==> src/rtl/countdown_timer.sv <==
// Countdown timer for the DE board: BCD preset from SW, 0.1 s ticks on HEX2..HEX0, alarm on LEDR0.
// Define ALARM_BLINK_EN to blink the 000 display while the alarm is active.
module countdown_timer #(
    parameter int unsigned MIN_COUNT_IN_MS = 100,
    parameter int unsigned FREQ_MHZ        = 50
) (
    input  logic       clk,
    input  logic       KEY0,
    input  logic       KEY1,
    input  logic       KEY2,
    input  logic [7:0] SW,
    output logic [6:0] HEX0,
    output logic [6:0] HEX1,
    output logic [6:0] HEX2,
    output logic       LEDR0
);

    localparam int unsigned Div    = FREQ_MHZ * 1000 * MIN_COUNT_IN_MS;
    localparam int unsigned PscW   = (Div > 1) ? $clog2(Div) : 1;
    localparam logic [PscW-1:0] PscMax = PscW'(Div - 1);

    localparam logic [6:0] SegBlank = 7'h7F;
    localparam logic [6:0] SegZero  = 7'h40;

    typedef enum logic [1:0] {
        StIdle,
        StRun,
        StPause,
        StDone
    } state_e;

    // ------------------------------------------------------------------
    // Button synchronizers and press detectors
    // ------------------------------------------------------------------
    logic [1:0] key1_sync_q;
    logic [1:0] key2_sync_q;
    logic       key1_prev_q;
    logic       key2_prev_q;
    logic [1:0] settle_q;
    logic       start_p_q;
    logic       load_p_q;
    logic       armed;

    // Detection stays disarmed until the synchronizers hold real samples, so a
    // key held through reset release is not mistaken for a fresh press.
    assign armed = (settle_q == 2'd3);

    always_ff @(posedge clk or negedge KEY0) begin
        if (!KEY0) begin
            key1_sync_q <= 2'b11;
            key2_sync_q <= 2'b11;
            key1_prev_q <= 1'b1;
            key2_prev_q <= 1'b1;
            settle_q    <= 2'd0;
            start_p_q   <= 1'b0;
            load_p_q    <= 1'b0;
        end else begin
            key1_sync_q <= {key1_sync_q[0], KEY1};
            key2_sync_q <= {key2_sync_q[0], KEY2};
            key1_prev_q <= key1_sync_q[1];
            key2_prev_q <= key2_sync_q[1];
            if (!armed) begin
                settle_q <= settle_q + 2'd1;
            end
            start_p_q <= armed & key1_prev_q & ~key1_sync_q[1];
            load_p_q  <= armed & key2_prev_q & ~key2_sync_q[1];
        end
    end

    // ------------------------------------------------------------------
    // Count datapath helpers
    // ------------------------------------------------------------------
    state_e          state_q;
    logic [3:0]      tens_q;
    logic [3:0]      units_q;
    logic [3:0]      tenths_q;
    logic [PscW-1:0] psc_q;

    logic       psc_run;
    logic       tick;
    logic       count_zero;
    logic       dec_zero;
    logic [3:0] dec_tens;
    logic [3:0] dec_units;
    logic [3:0] dec_tenths;
    logic [3:0] ld_tens;
    logic [3:0] ld_units;

`ifdef ALARM_BLINK_EN
    logic [2:0] blink_cnt_q;
    logic       blink_phase_q;

    assign psc_run = (state_q == StRun) || (state_q == StDone);
`else
    assign psc_run = (state_q == StRun);
`endif

    assign tick       = psc_run && (psc_q == PscMax);
    assign count_zero = ({tens_q, units_q, tenths_q} == 12'd0);
    assign dec_zero   = ({dec_tens, dec_units, dec_tenths} == 12'd0);
    assign ld_tens    = (SW[7:4] > 4'd9) ? 4'd9 : SW[7:4];
    assign ld_units   = (SW[3:0] > 4'd9) ? 4'd9 : SW[3:0];

    always_comb begin
        dec_tens   = tens_q;
        dec_units  = units_q;
        dec_tenths = tenths_q - 4'd1;
        if (count_zero) begin
            dec_tenths = 4'd0;
        end else if (tenths_q == 4'd0) begin
            dec_tenths = 4'd9;
            dec_units  = units_q - 4'd1;
            if (units_q == 4'd0) begin
                dec_units = 4'd9;
                dec_tens  = tens_q - 4'd1;
            end
        end
    end

    // ------------------------------------------------------------------
    // Control FSM, count and prescaler
    // ------------------------------------------------------------------
    always_ff @(posedge clk or negedge KEY0) begin
        if (!KEY0) begin
            state_q  <= StIdle;
            tens_q   <= 4'd0;
            units_q  <= 4'd0;
            tenths_q <= 4'd0;
            psc_q    <= '0;
        end else begin
            if (psc_run) begin
                psc_q <= tick ? '0 : psc_q + 1'b1;
            end

            if (load_p_q) begin
                state_q  <= StIdle;
                tens_q   <= ld_tens;
                units_q  <= ld_units;
                tenths_q <= 4'd0;
                psc_q    <= '0;
            end else begin
                unique case (state_q)
                    StIdle: begin
                        if (start_p_q && !count_zero) begin
                            state_q <= StRun;
                            psc_q   <= '0;
                        end
                    end
                    StRun: begin
                        // A tick coinciding with start still decrements first.
                        if (tick) begin
                            tens_q   <= dec_tens;
                            units_q  <= dec_units;
                            tenths_q <= dec_tenths;
                            if (dec_zero) begin
                                state_q <= StDone;
                            end else if (start_p_q) begin
                                state_q <= StPause;
                            end
                        end else if (start_p_q) begin
                            state_q <= StPause;
                        end
                    end
                    StPause: begin
                        if (start_p_q) begin
                            state_q <= StRun;
                        end
                    end
                    StDone: begin
                        if (start_p_q) begin
                            state_q  <= StIdle;
                            tens_q   <= 4'd0;
                            units_q  <= 4'd0;
                            tenths_q <= 4'd0;
                        end
                    end
                    default: state_q <= StIdle;
                endcase
            end
        end
    end

`ifdef ALARM_BLINK_EN
    // Phase flips every fifth tick spent in DONE; starts on the visible phase.
    always_ff @(posedge clk or negedge KEY0) begin
        if (!KEY0) begin
            blink_cnt_q   <= 3'd0;
            blink_phase_q <= 1'b0;
        end else if (state_q != StDone) begin
            blink_cnt_q   <= 3'd0;
            blink_phase_q <= 1'b0;
        end else if (tick) begin
            if (blink_cnt_q == 3'd4) begin
                blink_cnt_q   <= 3'd0;
                blink_phase_q <= ~blink_phase_q;
            end else begin
                blink_cnt_q <= blink_cnt_q + 3'd1;
            end
        end
    end
`endif

    // ------------------------------------------------------------------
    // Registered display and alarm outputs
    // ------------------------------------------------------------------
    function automatic logic [6:0] seg7(input logic [3:0] digit);
        logic [6:0] seg;
        case (digit)
            4'd0:    seg = 7'b1000000;
            4'd1:    seg = 7'b1111001;
            4'd2:    seg = 7'b0100100;
            4'd3:    seg = 7'b0110000;
            4'd4:    seg = 7'b0011001;
            4'd5:    seg = 7'b0010010;
            4'd6:    seg = 7'b0000010;
            4'd7:    seg = 7'b1111000;
            4'd8:    seg = 7'b0000000;
            4'd9:    seg = 7'b0010000;
            default: seg = SegBlank;
        endcase
        return seg;
    endfunction

    logic       blank;
    logic [6:0] hex0_q;
    logic [6:0] hex1_q;
    logic [6:0] hex2_q;
    logic       ledr0_q;

    always_comb begin
        blank = 1'b0;
`ifdef ALARM_BLINK_EN
        blank = (state_q == StDone) && blink_phase_q;
`endif
    end

    always_ff @(posedge clk or negedge KEY0) begin
        if (!KEY0) begin
            hex0_q  <= SegZero;
            hex1_q  <= SegZero;
            hex2_q  <= SegZero;
            ledr0_q <= 1'b0;
        end else begin
            hex0_q  <= blank ? SegBlank : seg7(tenths_q);
            hex1_q  <= blank ? SegBlank : seg7(units_q);
            hex2_q  <= blank ? SegBlank : seg7(tens_q);
            ledr0_q <= (state_q == StDone);
        end
    end

    assign HEX0  = hex0_q;
    assign HEX1  = hex1_q;
    assign HEX2  = hex2_q;
    assign LEDR0 = ledr0_q;

endmodule

==> config.mk <==
export PLATFORM = sky130hd
export DESIGN_NAME = countdown_timer
export DESIGN_NICKNAME = d
export VERILOG_FILES = /design/src/rtl/countdown_timer.sv
export SDC_FILE = /design/constraint.sdc
export NUM_CORES = 1
export LEC_CHECK = 0
export CAP_MARGIN = 20
export CORE_UTILIZATION = 54
export CTS_BUF_LIST = sky130_fd_sc_hd__clkbuf_2 sky130_fd_sc_hd__clkbuf_4 sky130_fd_sc_hd__clkbuf_8
export DETAILED_ROUTE_END_ITERATION = 16
export GPL_ROUTABILITY_DRIVEN = 1
export PLACE_DENSITY_LB_ADDON = 0.12
export SKIP_LAST_GASP = 1
export SYNTH_ARGS = -nofsm -noshare
export SYNTH_HDL_FRONTEND = slang
export SYNTH_SLANG_ARGS = --single-unit
==> constraint.sdc <==
create_clock -name clk -period 2.74 [get_ports clk]
set_input_delay 0.411 -clock clk [delete_from_list [all_inputs] [get_ports clk]]
set_output_delay 0.411 -clock clk [all_outputs]
set_load 0.02 [all_outputs]
### PDN straps and rails

Scale bar: 20 um. Pins as bars on the die edge. Tap cells in grey.
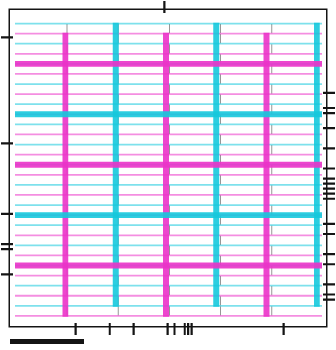
magenta -> VSS
cyan -> VDD
met4 straps = 6
rows = 29
Die Y-Extent: 85.3 um
chip width: 85.3 um
Worst VDD drop: 0.666 mV

### Placement by cell class

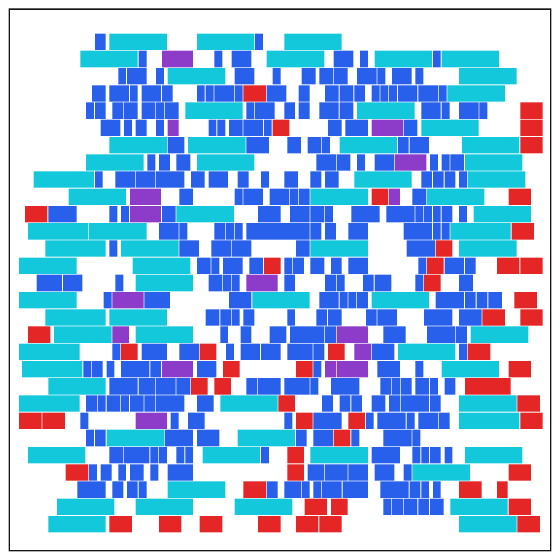
purple -> clock drivers and dummy loads  # cells 16, share of their area 4.2%
blue -> all other logic  # cells 306, share of their area 45%
cyan -> flip-flops  # cells 69, share of their area 40%
red -> other buffers and delay cells  # cells 54, share of their area 11%

==> impl_metrics.env <==
# flow metrics
export IMPL_status="finished, final reports clean"
export IMPL_ys_types=59
export IMPL_critPathLaunchType="register"
export IMPL_vias=3068
export IMPL_cts_hold_buffers=0
export IMPL_setup_worst_path_start="tenths_q[1]$_DFFE_PN0P_"
export IMPL_synth_avg_cell_area_um2=9.60
export IMPL_reg2reg_from="tenths_q[1]$_DFFE_PN0P_"
export IMPL_drcViolationCount=0
export IMPL_cts_tree="built"
export IMPL_numCtsBuffers=9
export IMPL_max_stage_delay_ns=0.52
export IMPL_antenna_found_initial=0
export IMPL_tns_ns=0
export IMPL_openroad_warnings=37
export IMPL_r2r_slack_ns=0.15
export IMPL_worst_pin_slew_ns=0.602
export IMPL_wl_mm=8.27
export IMPL_endpoint_kind="register"
export IMPL_crit_end="state_q[0]$_DFFE_PN0P_"
export IMPL_synthCells=390
export IMPL_grtUsageTotal_pct=25.1
export IMPL_postRouteAntennaNets=0
export IMPL_edf_count=0
export IMPL_drtIter0Drc=204
export IMPL_cts_path_max_buffers=2
export IMPL_maxCapViolations=0
export IMPL_slowest_stage="or4_4"
export IMPL_p_per_area_mw_per_mm2=947
export IMPL_gp_congestion=0.883
export IMPL_slew_headroom_pct=58.8
export IMPL_grt_pass1_wl_mm=14.3
export IMPL_io_pins=34
export IMPL_final_util_pct=68.3
export IMPL_ff_type="dfrtp_1"
export IMPL_path_depth=7
export IMPL_cellLeakagePower_nw=1.97
export IMPL_async_reset_ff_share_pct=100
export IMPL_r2r_cells=7
export IMPL_reg2reg_to="state_q[0]$_DFFE_PN0P_"
export IMPL_post_cts_buffers=0
export IMPL_yosys_area_mm2=0.00374
export IMPL_area_growth_pct=19.2
export IMPL_seq_area_mm2=0.00174
export IMPL_skew_ns=0.0112
export IMPL_ys_ff=69
export IMPL_worst_path_dominant_cell_family="simple AND/OR/NAND/NOR gates"
export IMPL_ys_seq_share_pct=46.4
export IMPL_grt_remaining_overflow=0
export IMPL_yosys_cells=390
export IMPL_synth_nets=421
export IMPL_post_place_ws_ns=0.0447
export IMPL_grt_setup_unrepaired="no"
export IMPL_io_buffer_count=33
export IMPL_drtPass1Iterations=4
export IMPL_clk_pin_slew_ns=0.08
export IMPL_vias_per_cell=5.88
export IMPL_fill_cells=498
export IMPL_root_buffer="clkbuf_8"
export IMPL_grt_max_degree=48
export IMPL_core_mm2=0.00653
export IMPL_diodes=0
export IMPL_dpl_hpwl_mm=5.96
export IMPL_fin_nets=471
export IMPL_fmax_ghz=0.386
export IMPL_wl_per_cell_um=15.8
export IMPL_crit_type="register to register"
export IMPL_post_cts_resized=0
export IMPL_fin_crit_ns=2.59
export IMPL_first_global_vias=2986
export IMPL_final_comb_area_mm2=0.00188
export IMPL_timing_hold_ws_ns=0.0470
export IMPL_hold_class="primary input to asynchronous set/reset pin"
export IMPL_die_area_mm2=0.00727
export IMPL_period_used_pct=94.6
export IMPL_setup_viol=0
export IMPL_maxSlewViolCount=0
export IMPL_clk_latency_ns=0.34
export IMPL_path_cells="inv_1, ha_1, or3b_1, or4_4, a221oi_2, or4b_1, o21ai_1"
export IMPL_ys_warn_count=0
[layout make-up]
type	count	area share, %
clock buffer	12	3.56
clock inverter	4	0.505
inverter	19	1.60
multi-input combinational	287	42.1
sequential	69	38.9
tap	77	2.16
timing repair buffer	54	11.1
[placed cells by master, fill, tap and decap left out, types with 5 or more instances in the layout]
master	instances
a21oi_1	24
a31oi_1	6
and3_1	6
buf_4	20
clkbuf_8	11
clkdlybuf4s50_1	32
dfrtp_1	60
dfstp_2	9
ha_1	19
inv_1	18
mux2_1	6
nand2_1	30
nand3_1	15
nand4_1	6
nor2_1	54
o21ai_0	17
o41ai_1	5
or3_1	5
xnor2_1	14
xor2_1	10
[cell families after synthesis]
| logic type | Yosys count | share of synthesized area, % |
|---|---|---|
| and+or+nand+nor | 157 | 21.4 |
| AOI/OAI and AO/OA | 76 | 13.6 |
| DFF | 69 | 46.4 |
| buffers and inverters | 34 | 3.51 |
| xor gates and xnor gates | 24 | 5.61 |
| adders and majority gates | 19 | 6.35 |
| muxes | 11 | 3.18 |
[worst min path at each step]
stage	from	depth (start not counted)	to	slack, ns
global placement	key1_sync_q[0]$_DFF_PN1_	0	key1_sync_q[1]$_DFF_PN1_	0.35
detailed placement	key2_sync_q[0]$_DFF_PN1_	0	key2_sync_q[1]$_DFF_PN1_	0.35
global route	KEY0	1	HEX1[0]$_DFF_PN0_	0.09
finish	KEY0	1	HEX1[0]$_DFF_PN0_	0.05
CTS	KEY0	1	HEX1[0]$_DFF_PN0_	0.06
floorplan	KEY0	0	HEX0[0]$_DFF_PN0_	0.12
[routing by layer]
metal	GRT usage (%)	up-vias	share of wire, %
li1	-	1467	-
met1	34.2	1483	46
met2	40.0	105	47
met3	4.96	13	5.8
met4	9.70	0	1.7
met5	0	-	0
[synth_stat cells, types with 3 or more instances]
library cell / number / area share [%]
a21oi_1: 24 / 3.2
a31oi_1: 6 / 1.0
and2_1: 4 / 0.67
and3_1: 6 / 1.0
buf_2: 3 / 0.40
clkbuf_1: 12 / 1.2
dfrtp_1: 60 / 40
dfstp_2: 9 / 6.3
ha_1: 19 / 6.4
inv_1: 18 / 1.8
mux2_1: 6 / 1.8
mux2i_1: 4 / 1.1
nand2_1: 30 / 3.0
nand2b_1: 4 / 0.67
nand3_1: 15 / 2.0
nand4_1: 6 / 1.0
nor2_1: 54 / 5.4
nor2b_1: 3 / 0.50
nor3_1: 4 / 0.53
nor4_1: 4 / 0.67
o21ai_0: 17 / 2.3
o41ai_1: 5 / 1.2
or2_2: 3 / 0.50
or3_1: 5 / 0.84
or4b_1: 3 / 0.80
xnor2_1: 14 / 3.3
xor2_1: 10 / 2.3
[state kept, by name, summed over array words and instances (netlist names), 2 cells and up]
register	flops
psc_q	23
HEX0	7
HEX1	7
HEX2	7
tens_q	4
tenths_q	4
units_q	4
key1_sync_q	2
key2_sync_q	2
settle_q	2
state_q	2
[metrics by stage]
step	instances	cell area [um2]	power, mW
CTS	522	4460	4.24
finish	522	4460	4.23
floorplan	390	3740	2.66
global route	522	4460	4.53
detailed placement	506	4280	3.47
global placement	506	4280	3.43
[report_power, final]
part           internal (mW)  switching [mW]
combinational          0.918            1.11
clock                  0.383           0.370
sequential              1.29           0.150
Power figures rest on the tool's default switching activity, not on a simulated workload.
